Fig. 1: run 1, signal metal coverage by tile
(3 px per um) The die is cut into 24 by 22 equal tiles; black is low, pale yellow is high, scaled to the fullest tile. Values are wire area over tile area, all layers added.
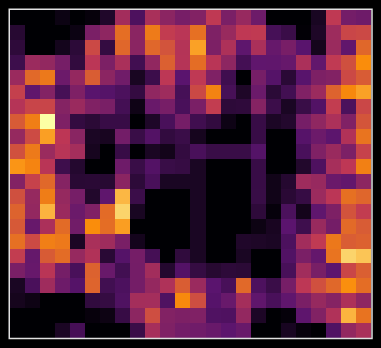
Fig. 2: run 1, the clock network
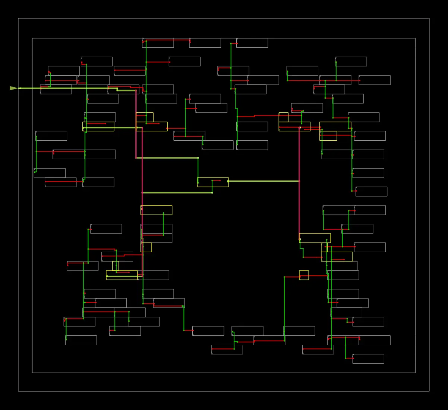
Fig. 3: run 1, the metal 3 layer
(4 px per um)
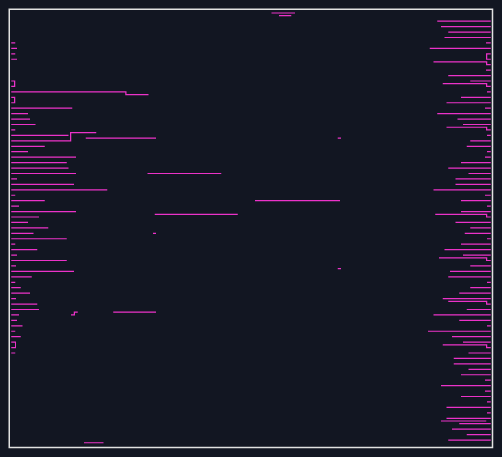
<file path="config.mk">
export PLATFORM = sky130hd
export DESIGN_NAME = mem_access_stage_flat
export DESIGN_NICKNAME = d
export VERILOG_FILES = /design/src/rtl/mem_access_stage_pkg.sv /design/src/rtl/mem_access_stage_if.sv /design/src/rtl/mem_access_stage_pipeline_mw_reg.sv /design/src/rtl/mem_access_stage.sv /design/src/flat_wrapper.sv
export SDC_FILE = /design/constraint.sdc
export NUM_CORES = 1
export LEC_CHECK = 0
export CAP_MARGIN = 5
export CORE_ASPECT_RATIO = 0.9
export CORE_MARGIN = 4
export CORE_UTILIZATION = 32
export CTS_CLUSTER_DIAMETER = 40
export DETAILED_ROUTE_END_ITERATION = 8
export PLACE_DENSITY = 0.77
export SYNTH_ARGS = -nofsm -noshare
export SYNTH_HDL_FRONTEND = slang
export SYNTH_SLANG_ARGS = --single-unit
</file>
<file path="constraint.sdc">
create_clock -name clk -period 2.65 [get_ports clk]
set_clock_uncertainty 0.05 [all_clocks]
set_input_delay 0.53 -clock clk [delete_from_list [all_inputs] [get_ports clk]]
set_output_delay 0.53 -clock clk [all_outputs]
set_load 0.05 [all_outputs]
</file>
<file path="src/rtl/mem_access_stage_pkg.sv">
// mem_access_stage_pkg: shared FSM encoding, alignment mask and M/W register payload.
package mem_access_stage_pkg;
  typedef enum logic {S_IDLE, S_WAIT} state_t;
  localparam logic [1:0] WORD_ALIGN_MASK = 2'b00;
  typedef struct packed {
    logic        reg_write;
    logic        mem_to_reg;
    logic        upper;
    logic [31:0] alu_result;
    logic [4:0]  write_reg;
  } mw_t;
endpackage

</file>
<file path="src/rtl/mem_access_stage_if.sv">
// mem_access_stage_if: ready/valid data-memory bus between the M stage and data memory.
interface mem_access_stage_if;
  logic        req;
  logic        we;
  logic        ready;
  logic [31:0] addr;
  logic [31:0] wdata;
  logic [31:0] rdata;
  modport master(output req, we, addr, wdata, input ready, rdata);
  modport slave(input req, we, addr, wdata, output ready, rdata);
endinterface

</file>
<file path="src/rtl/mem_access_stage_pipeline_mw_reg.sv">
// pipeline_mw_reg: M/W pipeline register; hold inserts a bubble, kill retires the instruction as a bubble.
module pipeline_mw_reg
  import mem_access_stage_pkg::*;
(
  input  logic        clk,
  input  logic        reset,
  input  logic        hold,
  input  logic        kill,
  input  logic        load,
  input  mw_t         d,
  input  logic [31:0] rdata,
  output mw_t         q,
  output logic [31:0] read_data
);
  always_ff @(posedge clk or posedge reset)
    if (reset) begin
      q         <= '0;
      read_data <= '0;
    end else begin
      if (hold) begin
        q.reg_write  <= 1'b0;
        q.mem_to_reg <= 1'b0;
      end else
        q <= '{reg_write: d.reg_write & ~kill, mem_to_reg: d.mem_to_reg & ~kill,
               upper: d.upper, alu_result: d.alu_result, write_reg: d.write_reg};
      if (load) read_data <= rdata;
    end
endmodule

</file>
<file path="src/rtl/mem_access_stage.sv">
// mem_access_stage: M stage with variable-latency data-memory access, stall/timeout FSM and M/W register.
module mem_access_stage
  import mem_access_stage_pkg::*;
#(
  parameter int TIMEOUT = 16,
  parameter int CNT_W   = 5
) (
  input  logic                       clk,
  input  logic                       reset,
  input  logic                       reg_write_m,
  input  logic                       mem_to_reg_m,
  input  logic                       mem_write_m,
  input  logic                       upper_m,
  input  logic [31:0]                alu_result_m,
  input  logic [31:0]                write_data_m,
  input  logic [4:0]                 write_reg_m,
  mem_access_stage_if.master         dmem,
  output logic                       stall_m,
  output logic                       addr_error_m,
  output logic                       bus_error_m,
  output logic                       reg_write_w,
  output logic                       mem_to_reg_w,
  output logic                       upper_w,
  output logic [31:0]                read_data_w,
  output logic [31:0]                alu_result_w,
  output logic [4:0]                 write_reg_w
);
  state_t           state, state_nx;
  logic [CNT_W-1:0] cnt, cnt_nx;
  logic             access, misaligned, timeout, load_done;
  mw_t              mw_q;
  assign access     = mem_to_reg_m | mem_write_m;
  assign misaligned = access & (alu_result_m[1:0] != WORD_ALIGN_MASK);
  assign dmem.we    = mem_write_m;
  assign dmem.addr  = alu_result_m;
  assign dmem.wdata = write_data_m;
  // Outputs are gated by reset so the request drops the moment reset rises, not at the next edge.
  always_comb begin
    dmem.req     = ~reset & ((state == S_WAIT) | (access & ~misaligned));
    addr_error_m = ~reset & misaligned & (state == S_IDLE);
    timeout      = dmem.req & ~dmem.ready & (state == S_WAIT) & (cnt == CNT_W'(TIMEOUT));
    bus_error_m  = timeout;
    stall_m      = dmem.req & ~dmem.ready & ~timeout;
    load_done    = dmem.req & dmem.ready & ~dmem.we;
    state_nx     = stall_m ? S_WAIT : S_IDLE;
    cnt_nx       = stall_m ? cnt + CNT_W'(1) : '0;
  end
  always_ff @(posedge clk or posedge reset)
    if (reset) begin
      state <= S_IDLE;
      cnt   <= '0;
    end else begin
      state <= state_nx;
      cnt   <= cnt_nx;
    end
  pipeline_mw_reg u_mw (
    .clk      (clk),
    .reset    (reset),
    .hold     (stall_m),
    .kill     (misaligned | timeout),
    .load     (load_done),
    .d        ('{reg_write: reg_write_m, mem_to_reg: mem_to_reg_m, upper: upper_m,
                 alu_result: alu_result_m, write_reg: write_reg_m}),
    .rdata    (dmem.rdata),
    .q        (mw_q),
    .read_data(read_data_w)
  );
  assign reg_write_w  = mw_q.reg_write;
  assign mem_to_reg_w = mw_q.mem_to_reg;
  assign upper_w      = mw_q.upper;
  assign alu_result_w = mw_q.alu_result;
  assign write_reg_w  = mw_q.write_reg;
endmodule

</file>
<file path="src/flat_wrapper.sv">
// flat-port wrapper written by rule: the top's interface ports become plain ports
module mem_access_stage_flat import mem_access_stage_pkg::*;
#(
  parameter int TIMEOUT = 16,
  parameter int CNT_W   = 5
)
  (clk, reset, reg_write_m, mem_to_reg_m, mem_write_m, upper_m, alu_result_m, write_data_m, write_reg_m, stall_m, addr_error_m, bus_error_m, reg_write_w, mem_to_reg_w, upper_w, read_data_w, alu_result_w, write_reg_w, dmem_req, dmem_we, dmem_addr, dmem_wdata, dmem_ready, dmem_rdata);
  mem_access_stage_if dmem_i ();
  input  logic clk;
  input  logic reset;
  input  logic reg_write_m;
  input  logic mem_to_reg_m;
  input  logic mem_write_m;
  input  logic upper_m;
  input  logic [31:0] alu_result_m;
  input  logic [31:0] write_data_m;
  input  logic [4:0] write_reg_m;
  output logic stall_m;
  output logic addr_error_m;
  output logic bus_error_m;
  output logic reg_write_w;
  output logic mem_to_reg_w;
  output logic upper_w;
  output logic [31:0] read_data_w;
  output logic [31:0] alu_result_w;
  output logic [4:0] write_reg_w;
  output wire logic [$bits(dmem_i.req)-1:0] dmem_req;
  output wire logic [$bits(dmem_i.we)-1:0] dmem_we;
  output wire logic [$bits(dmem_i.addr)-1:0] dmem_addr;
  output wire logic [$bits(dmem_i.wdata)-1:0] dmem_wdata;
  input wire logic [$bits(dmem_i.ready)-1:0] dmem_ready;
  input wire logic [$bits(dmem_i.rdata)-1:0] dmem_rdata;
  assign dmem_req = dmem_i.req;
  assign dmem_we = dmem_i.we;
  assign dmem_addr = dmem_i.addr;
  assign dmem_wdata = dmem_i.wdata;
  assign dmem_i.ready = dmem_ready;
  assign dmem_i.rdata = dmem_rdata;
  mem_access_stage #(.TIMEOUT(TIMEOUT), .CNT_W(CNT_W)) u_core (.clk(clk), .reset(reset), .reg_write_m(reg_write_m), .mem_to_reg_m(mem_to_reg_m), .mem_write_m(mem_write_m), .upper_m(upper_m), .alu_result_m(alu_result_m), .write_data_m(write_data_m), .write_reg_m(write_reg_m), .dmem(dmem_i), .stall_m(stall_m), .addr_error_m(addr_error_m), .bus_error_m(bus_error_m), .reg_write_w(reg_write_w), .mem_to_reg_w(mem_to_reg_w), .upper_w(upper_w), .read_data_w(read_data_w), .alu_result_w(alu_result_w), .write_reg_w(write_reg_w));
endmodule
</file>
==> run summary, run 1 <==
yosys + openroad results -> crit path launch type=input port, top-area cell type share of the netlist area=53.6%, Total Power Consumption=4110 uW, via count=2320, outcome=finished clean, Synth flops=78, setup repair after global routing missed its margin=false, Avg Inst Size Synth=14.5 um2, Worst Setup EP=stall_m, highest fanout seen on the critical path=3, required time at the worst-slack endpoint=2.07 ns, DR pass1 iterations=4, GRT Resource Usage Total=12.7%, Min Clock Period, post-route=2.56 ns, number of antenna violations at the first check in global routing=0, most frequent cells after synthesis=78 x sky130_fd_sc_hd__dfrtp_1, 65 x sky130_fd_sc_hd__buf_4, 36 x sky130_fd_sc_hd__mux2_2, Area Overhead vs Synth=49.5%, Worst EP arrival=1.98 ns, Detailed Route WL=8.64 mm, Yosys cell types=22, class of the tightest hold or removal check=register to register, cell area after technology mapping=3640 um2, post-synth net total=362, area fraction in compound gates after synthesis=0.378%, Yosys Instances=252, GR Overflow Total=0, R2R cell count=6, proportion of synthesized flip-flops having asynchronous set or reset=100%, FF/Latch Area=1950 um2, CTS tree=done, critical path launch point=mem_to_reg_m, proportion of total power due to net switching=36.1%, number of antenna cells inserted=0, # setup viols final=0, Final Cycle Share=96.6%, cell accounting for the most synthesized area=sky130_fd_sc_hd__dfrtp_1, top cell type by instance count after synthesis=sky130_fd_sc_hd__dfrtp_1, number of nets in the finished design=494, setup_tns=0 ns, power density normalized to cell area=755 nW/um2, standard-cell row count=36, Simple-Gate Fraction of Synth Area=2.89%, number of stages on the worst hold path=1, chip width=120 um, Main area contributors=sky130_fd_sc_hd__dfrtp_1 54%, sky130_fd_sc_hd__mux2_4 14%, sky130_fd_sc_hd__buf_4 13%, combinational share of power=36.9%, leakage power=0.00245 uW, first-pass GRT wire length=13.1 mm, fill cell count=1009, most common cell after layout, fill and taps aside=sky130_fd_sc_hd__clkdlybuf4s50_1, number of instances in the synthesized netlist=252, clock transition at the registers of the reported paths=0.06 ns, dominant register cell=sky130_fd_sc_hd__dfrtp_1, routed wirelength normalized by instance count=16.0 um, number of ports placed on the die boundary=249, share of synthesized area spent on multiplexers=25.1%, maximum root-to-sink buffer count=2, H-tree lvl count=3, minimum setup slack among reg-to-reg paths=0.62 ns, via count of the first global-routing pass=2569, CP Capture Type=output pin, Detailed Route Iter0 Violations=75, largest net degree at the start of global routing=44, met2 Use GR=21.0%, achievable clock frequency=0.391 GHz, reg2reg end=u_core.u_mw.q[32], multi-input gate area in the final layout=1100 um2, clock net sink count=78, main logic family after synthesis=multiplexers, reported net switching power=1480 uW, number of warnings in the stage logs=27, Worst IR Drop VDD=0.000501 V, die area=13200 um2, Seq pwr share=35.3%, layer with the highest usage=met2, Std-Cell Core Area=11000 um2, kind of critical path=input port to output pin, xor+xnor area frac=0.721%, routability congestion estimate from global placement=0.705, Power Internal=2630 uW, final hold violation count=0, adder-cell share of the synthesized area=0.687%, count of buffers from port buffering=184, DRC viols=0, Vert. Die Dim=109 um, share of cells above drive strength 1=35.5%, R2R Path Start=u_core.cnt[0], fraction of the yosys area taken by sequential cells=53.6%, Maximum Capacitance Violations=0, post-synth area from yosys stat=3640 um2, most common logic cells in the final layout=147 x sky130_fd_sc_hd__clkdlybuf4s50_1, 78 x sky130_fd_sc_hd__dfrtp_1, 41 x sky130_fd_sc_hd__buf_4
Back to the opening pictures, Fig. 1:
tiles over half the peak	19%
fullest tile	0.39
nearly empty tiles	17%
emptiest ninth of the die	centre
mean over tiles	0.11
densest ninth of the die	west

Back to the opening pictures, Fig. 2:
clock latency at the later pin of the worst-skew pair: 0.32 ns
number of buffers created by CTS: 9
Clock net power: 1150 uW

Back to the opening pictures, Fig. 3:
longest straight run	28.5 um
main direction	horizontal
nets with wire on the layer	130

==> run 1: how the worst min path moves through the flow <==
| stage | from | endpoint |
|---|---|---|
| 2_1_floorplan | u_core.cnt[0] | u_core.cnt[0] |
| 3_3_place_gp | u_core.cnt[0] | u_core.cnt[0] |
| 3_5_place_dp | u_core.u_mw.q[0] | u_core.u_mw.q[0] |
| 4_1_cts | u_core.cnt[0] | u_core.cnt[0] |
| 5_1_grt | u_core.u_mw.read_data[16] | u_core.u_mw.read_data[16] |
| 6_report | u_core.cnt[0] | u_core.cnt[0] |
==> run 1: worst max-delay path, cell delays in order <==
cell	delay, ns
sky130_fd_sc_hd__clkdlybuf4s50_1	0.47
sky130_fd_sc_hd__or2_1	0.14
sky130_fd_sc_hd__a21oi_2	0.08
sky130_fd_sc_hd__or4b_4	0.52
sky130_fd_sc_hd__inv_2	0.10
sky130_fd_sc_hd__buf_12	0.14
==> run 1: state kept, by name, indices dropped and copies added, names as in the netlist <==
name / flops
u_core.cnt: 5
u_core.state: 1
u_core.u_mw.q: 40
u_core.u_mw.read_data: 32
==> run 1: stage by stage <==
stage                     hold WS (ns)  instance area, um2  utilization [%]  setup WS, ns  instances
after floorplan                  0.402                3640                -        0.0750        252
after global routing             0.468                5450             49.6        0.0170        541
after global placement           0.427                5160             46.9        0.0879        525
after CTS                        0.458                5450             49.6        0.0413        541
final                            0.454                5450             49.6        0.0908        541
after detailed placement         0.442                5160             46.9        0.0499        525
==> run 1: power by group through the flow <==
stage / registers [uW] / clock network [uW] / logic (uW)
floorplan: 2080 / 0 / 492
global route: 1480 / 1250 / 1570
finish: 1450 / 1150 / 1520
CTS: 1460 / 1190 / 1530
global placement: 1460 / 0 / 1510
detailed placement: 1470 / 0 / 1530
==> run 1: per-layer routing <==
layer | up-vias | routed length, um
li1 | 1046 | -
met1 | 1122 | 3270
met2 | 139 | 4210
met3 | 13 | 1050
met4 | 0 | 110
met5 | - | 0
==> run 1: cell type report <==
type | count | area share (%)
Clock inverter | 5 | 0.620
Clock buffer | 11 | 4.64
Multi-Input combinational cell | 96 | 20.2
Timing Repair Buffer | 194 | 34.9
Tap cell | 152 | 3.49
Sequential cell | 78 | 35.8
Inverter | 5 | 0.368
==> run 1: cells by family after synthesis <==
group           after synthesis
compound gates                2
xor+xnor                      3
fa+ha+maj                     2
buf+inv                      78
flops                        78
mux                          70
simple gates                 19
==> run 1: timing repair <==
action / 4_1_cts / 5_1_grt
endpoints found under the hold margin: 0 / 0
buffers inserted: 0 / 0
endpoints found under the setup margin: 0 / 1
gates resized: 0 / 1
Fig. 4: run 1, drive-strength map
(4 px per um)
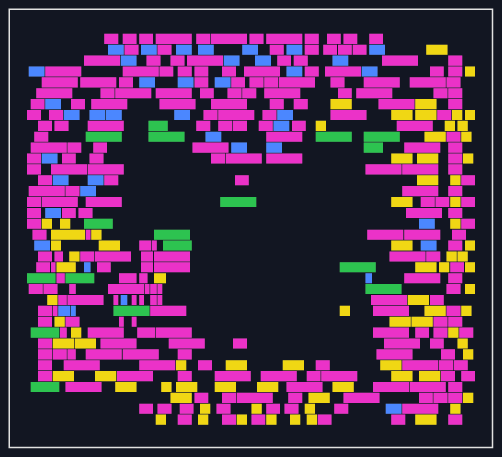

==> inputs of run 2 (changes only) <==
--- a/config.mk
+++ b/config.mk
@@ -9,8 +9,10 @@
 export CORE_ASPECT_RATIO = 0.9
 export CORE_MARGIN = 4
 export CORE_UTILIZATION = 32
+export CTS_BUF_LIST = sky130_fd_sc_hd__clkbuf_16
 export CTS_CLUSTER_DIAMETER = 40
 export DETAILED_ROUTE_END_ITERATION = 8
+export HOLD_SLACK_MARGIN = 0.12
 export PLACE_DENSITY = 0.77
 export SYNTH_ARGS = -nofsm -noshare
 export SYNTH_HDL_FRONTEND = slang
Fig. 5: run 2, drive-strength map
(4 px per um)
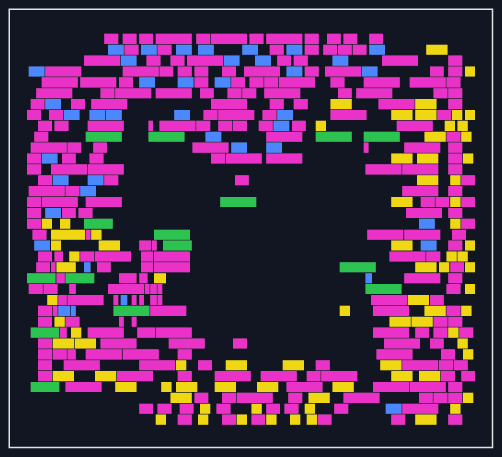
size	colour	cells
drive 6 and up	green	15
drive 1 or less	magenta	253
drive 2	blue	41
drive 3 to 4	yellow	80

Fig. 6: run 2, where the registers sit
(3 px per um) Other sequential cells in the stronger grey, the rest of the logic in the fainter grey.
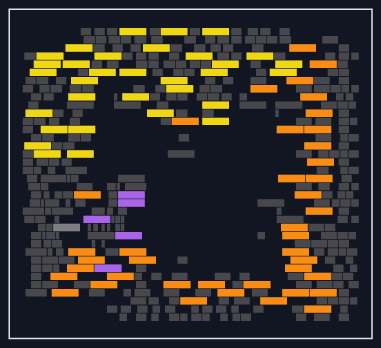
name in the netlist	colour	placed flops
u_core.u_mw.q	orange	40
u_core.u_mw.read_data	yellow	32
u_core.cnt	purple	5
not coloured	1

Fig. 7: run 2, signal metal coverage by tile
(3 px per um) The die is cut into 24 by 22 equal tiles; black is low, pale yellow is high, scaled to the fullest tile. Values are wire area over tile area, all layers added.
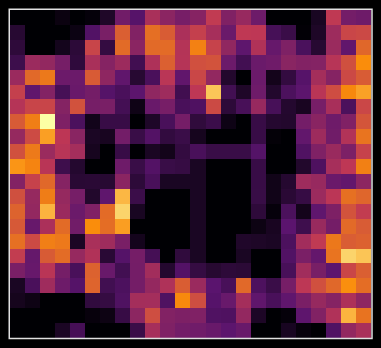
tiles over half the peak	19%
nearly empty tiles	17%
mean over tiles	0.11
emptiest ninth of the die	centre
fullest tile	0.39

==> run 2 against run 1 <==
Against the previous run:
- non-clock buffer count stayed put
- synthesized cell count stayed put
- utilization is 0.18 points lower
- power is 1.5% lower
- highest routed layer unchanged
- clock power is 6% lower
- area after synthesis stayed put
==> run summary, run 2 <==
yosys + openroad results -> Hold Worst Slack=0.454 ns (unchanged), maximum root-to-sink buffer count=2 (unchanged), setup fix buffers added after clock tree synthesis=0 (unchanged), # setup viols final=0 (unchanged), combinational share of power=37.4% (was 36.9%), number of antenna violations at the first check in global routing=0 (unchanged), Worst IR Drop VDD=0.000490 V (was 0.000501 V), DR pass1 iterations=4 (unchanged), Avg Inst Size Synth=14.5 um2 (unchanged), Yosys cell types=22 (unchanged), Min Clock Period, post-route=2.56 ns (unchanged), reported net switching power=1480 uW (about the same), proportion of synthesized flip-flops having asynchronous set or reset=100% (unchanged), amount of wire on met2 after detailed routing=4.24 mm (was 4.21 mm), power density normalized to cell area=747 nW/um2 (was 755 nW/um2), setup repair after global routing missed its margin=false (unchanged), CTS tree=done (unchanged), largest delay contributor family on the critical path=buffers and inverters (unchanged), dominant register cell=sky130_fd_sc_hd__dfrtp_1 (unchanged), CP Capture Type=output pin (unchanged), number of antenna cells inserted=0 (unchanged), first-pass GRT wire length=13.2 mm (was 13.1 mm), leakage power=0.00244 uW (was 0.00245 uW), total buffers and inverters traversed by the critical path=3 (unchanged), number of nets in the finished design=494 (unchanged), Detailed Route WL=8.63 mm (was 8.64 mm), cell area after technology mapping=3640 um2 (unchanged), chip width=120 um (unchanged), class of the tightest hold or removal check=register to register (unchanged), FF/Latch Area=1950 um2 (unchanged), via count=2314 (was 2320), DRC viols=0 (unchanged), clock transition at the registers of the reported paths=0.06 ns (about the same), most common logic cells in the final layout=147 x sky130_fd_sc_hd__clkdlybuf4s50_1, 78 x sky130_fd_sc_hd__dfrtp_1, 41 x sky130_fd_sc_hd__buf_4 (unchanged), flip-flop count of the largest register, all copies and words added=40 (unchanged), number of buffers created by CTS=9 (unchanged), Yosys Instances=252 (unchanged), number of cells upsized or downsized after cts=0 (unchanged), filler-free cell count of the finished design=541 (unchanged), setup_tns=0 ns (unchanged), biggest registers after layout=u_core.u_mw.q (40), u_core.u_mw.read_data (32), u_core.cnt (5) (unchanged), number of ports placed on the die boundary=249 (unchanged), most common cell after layout, fill and taps aside=sky130_fd_sc_hd__clkdlybuf4s50_1 (unchanged), standard-cell row count=36 (unchanged), highest metal layer with signal wires=met4 (unchanged), CP max stage delay=0.52 ns (about the same), Std-Cell Core Area=11000 um2 (unchanged), kind of critical path=input port to output pin (unchanged), outcome=finished clean (unchanged), die area=13200 um2 (unchanged), clock latency at the later pin of the worst-skew pair=0.32 ns (about the same), Worst EP arrival=1.98 ns (about the same), most frequent cells after synthesis=78 x sky130_fd_sc_hd__dfrtp_1, 65 x sky130_fd_sc_hd__buf_4, 36 x sky130_fd_sc_hd__mux2_2 (unchanged), top-area cell type share of the netlist area=53.6% (unchanged), routed wirelength normalized by instance count=15.9 um (was 16.0 um), Crit-path slowest cell=sky130_fd_sc_hd__or4b_4 (unchanged), H-tree lvl count=3 (unchanged), routed length on met1=3.21 mm (was 3.27 mm), highest fanout seen on the critical path=3 (unchanged), post-synth area from yosys stat=3640 um2 (unchanged), routed wl met3=1.06 mm (was 1.05 mm), proportion of total power due to net switching=36.5% (was 36.1%), Final Cycle Share=96.6% (unchanged), number of instances in the synthesized netlist=252 (unchanged), top cell type by instance count after synthesis=sky130_fd_sc_hd__dfrtp_1 (unchanged), required time at the worst-slack endpoint=2.07 ns (about the same), Detailed Route Iter0 Violations=67 (was 75), largest net degree at the start of global routing=44 (unchanged), number of instances in the placed design=525 (unchanged), Synth flops=78 (unchanged), Reg with most FFs=u_core.u_mw.q (unchanged), achievable clock frequency=0.391 GHz (unchanged), via count of the first global-routing pass=2573 (was 2569), count of buffers from port buffering=184 (unchanged)
-- run 2: metal layers --
metal / up-vias / track usage [%]
li1: 1045 / -
met1: 1116 / 14.1
met2: 140 / 21.0
met3: 13 / 6.54
met4: 0 / 4.61
met5: - / 0
-- run 2: metrics by stage --
stage,total power (uW),area [um2],setup WS (ns),utilization [%]
finish,4050,5430,0.0908,49.4
global route,4230,5430,0.0170,49.4
CTS,4120,5430,0.0413,49.4
detailed placement,3000,5160,0.0499,46.9
global placement,2980,5160,0.0879,46.9
floorplan,2570,3640,0.0750,-
-- run 2: logic make-up (layout without fill, tap and decap cells) --
family                     after synthesis  count (layout)  synth area share, %
muxes                                   70              70                 25.1
adders and majority gates                2               2                0.687
AOI/OAI and AO/OA                        2               2                0.378
buffers and inverters                   78             215                 16.6
and+or+nand+nor                         19              19                 2.89
DFF                                     78              78                 53.6
xor gates and xnor gates                 3               3                0.722
-- run 2: power groups by stage --
stage	Combinational, uW	Clock [uW]	Sequential [uW]
final	1520	1080	1450
after CTS	1530	1130	1460
after global placement	1510	0	1460
after global routing	1570	1180	1480
after floorplan	492	0	2080
after detailed placement	1530	0	1470
-- run 2: area by class of cell --
cell class              instances  share of cell area (%)
multi-input cells              96                    20.2
clock buffers                   9                    4.15
clock inverters                 7                   0.761
well taps                     152                    3.50
flip-flops and latches         78                    36.0
repair buffers                194                    35.0
inverters                       5                   0.369
-- run 2: worst paths after layout --
check                      cells past startpoint  slack [ns]                 to     startpoint
max                                            6        0.09            stall_m   mem_to_reg_m
min                                            1        0.45      u_core.cnt[0]  u_core.cnt[0]
max reg2reg                                    6        0.62  u_core.u_mw.q[27]  u_core.cnt[0]
min reg2reg                                    1        0.45      u_core.cnt[0]  u_core.cnt[0]
max in group asynchronous                      4        1.29  u_core.u_mw.q[31]          reset
min in group asynchronous                      3        0.67       u_core.state          reset
Power and IR drop assume default switching activity.
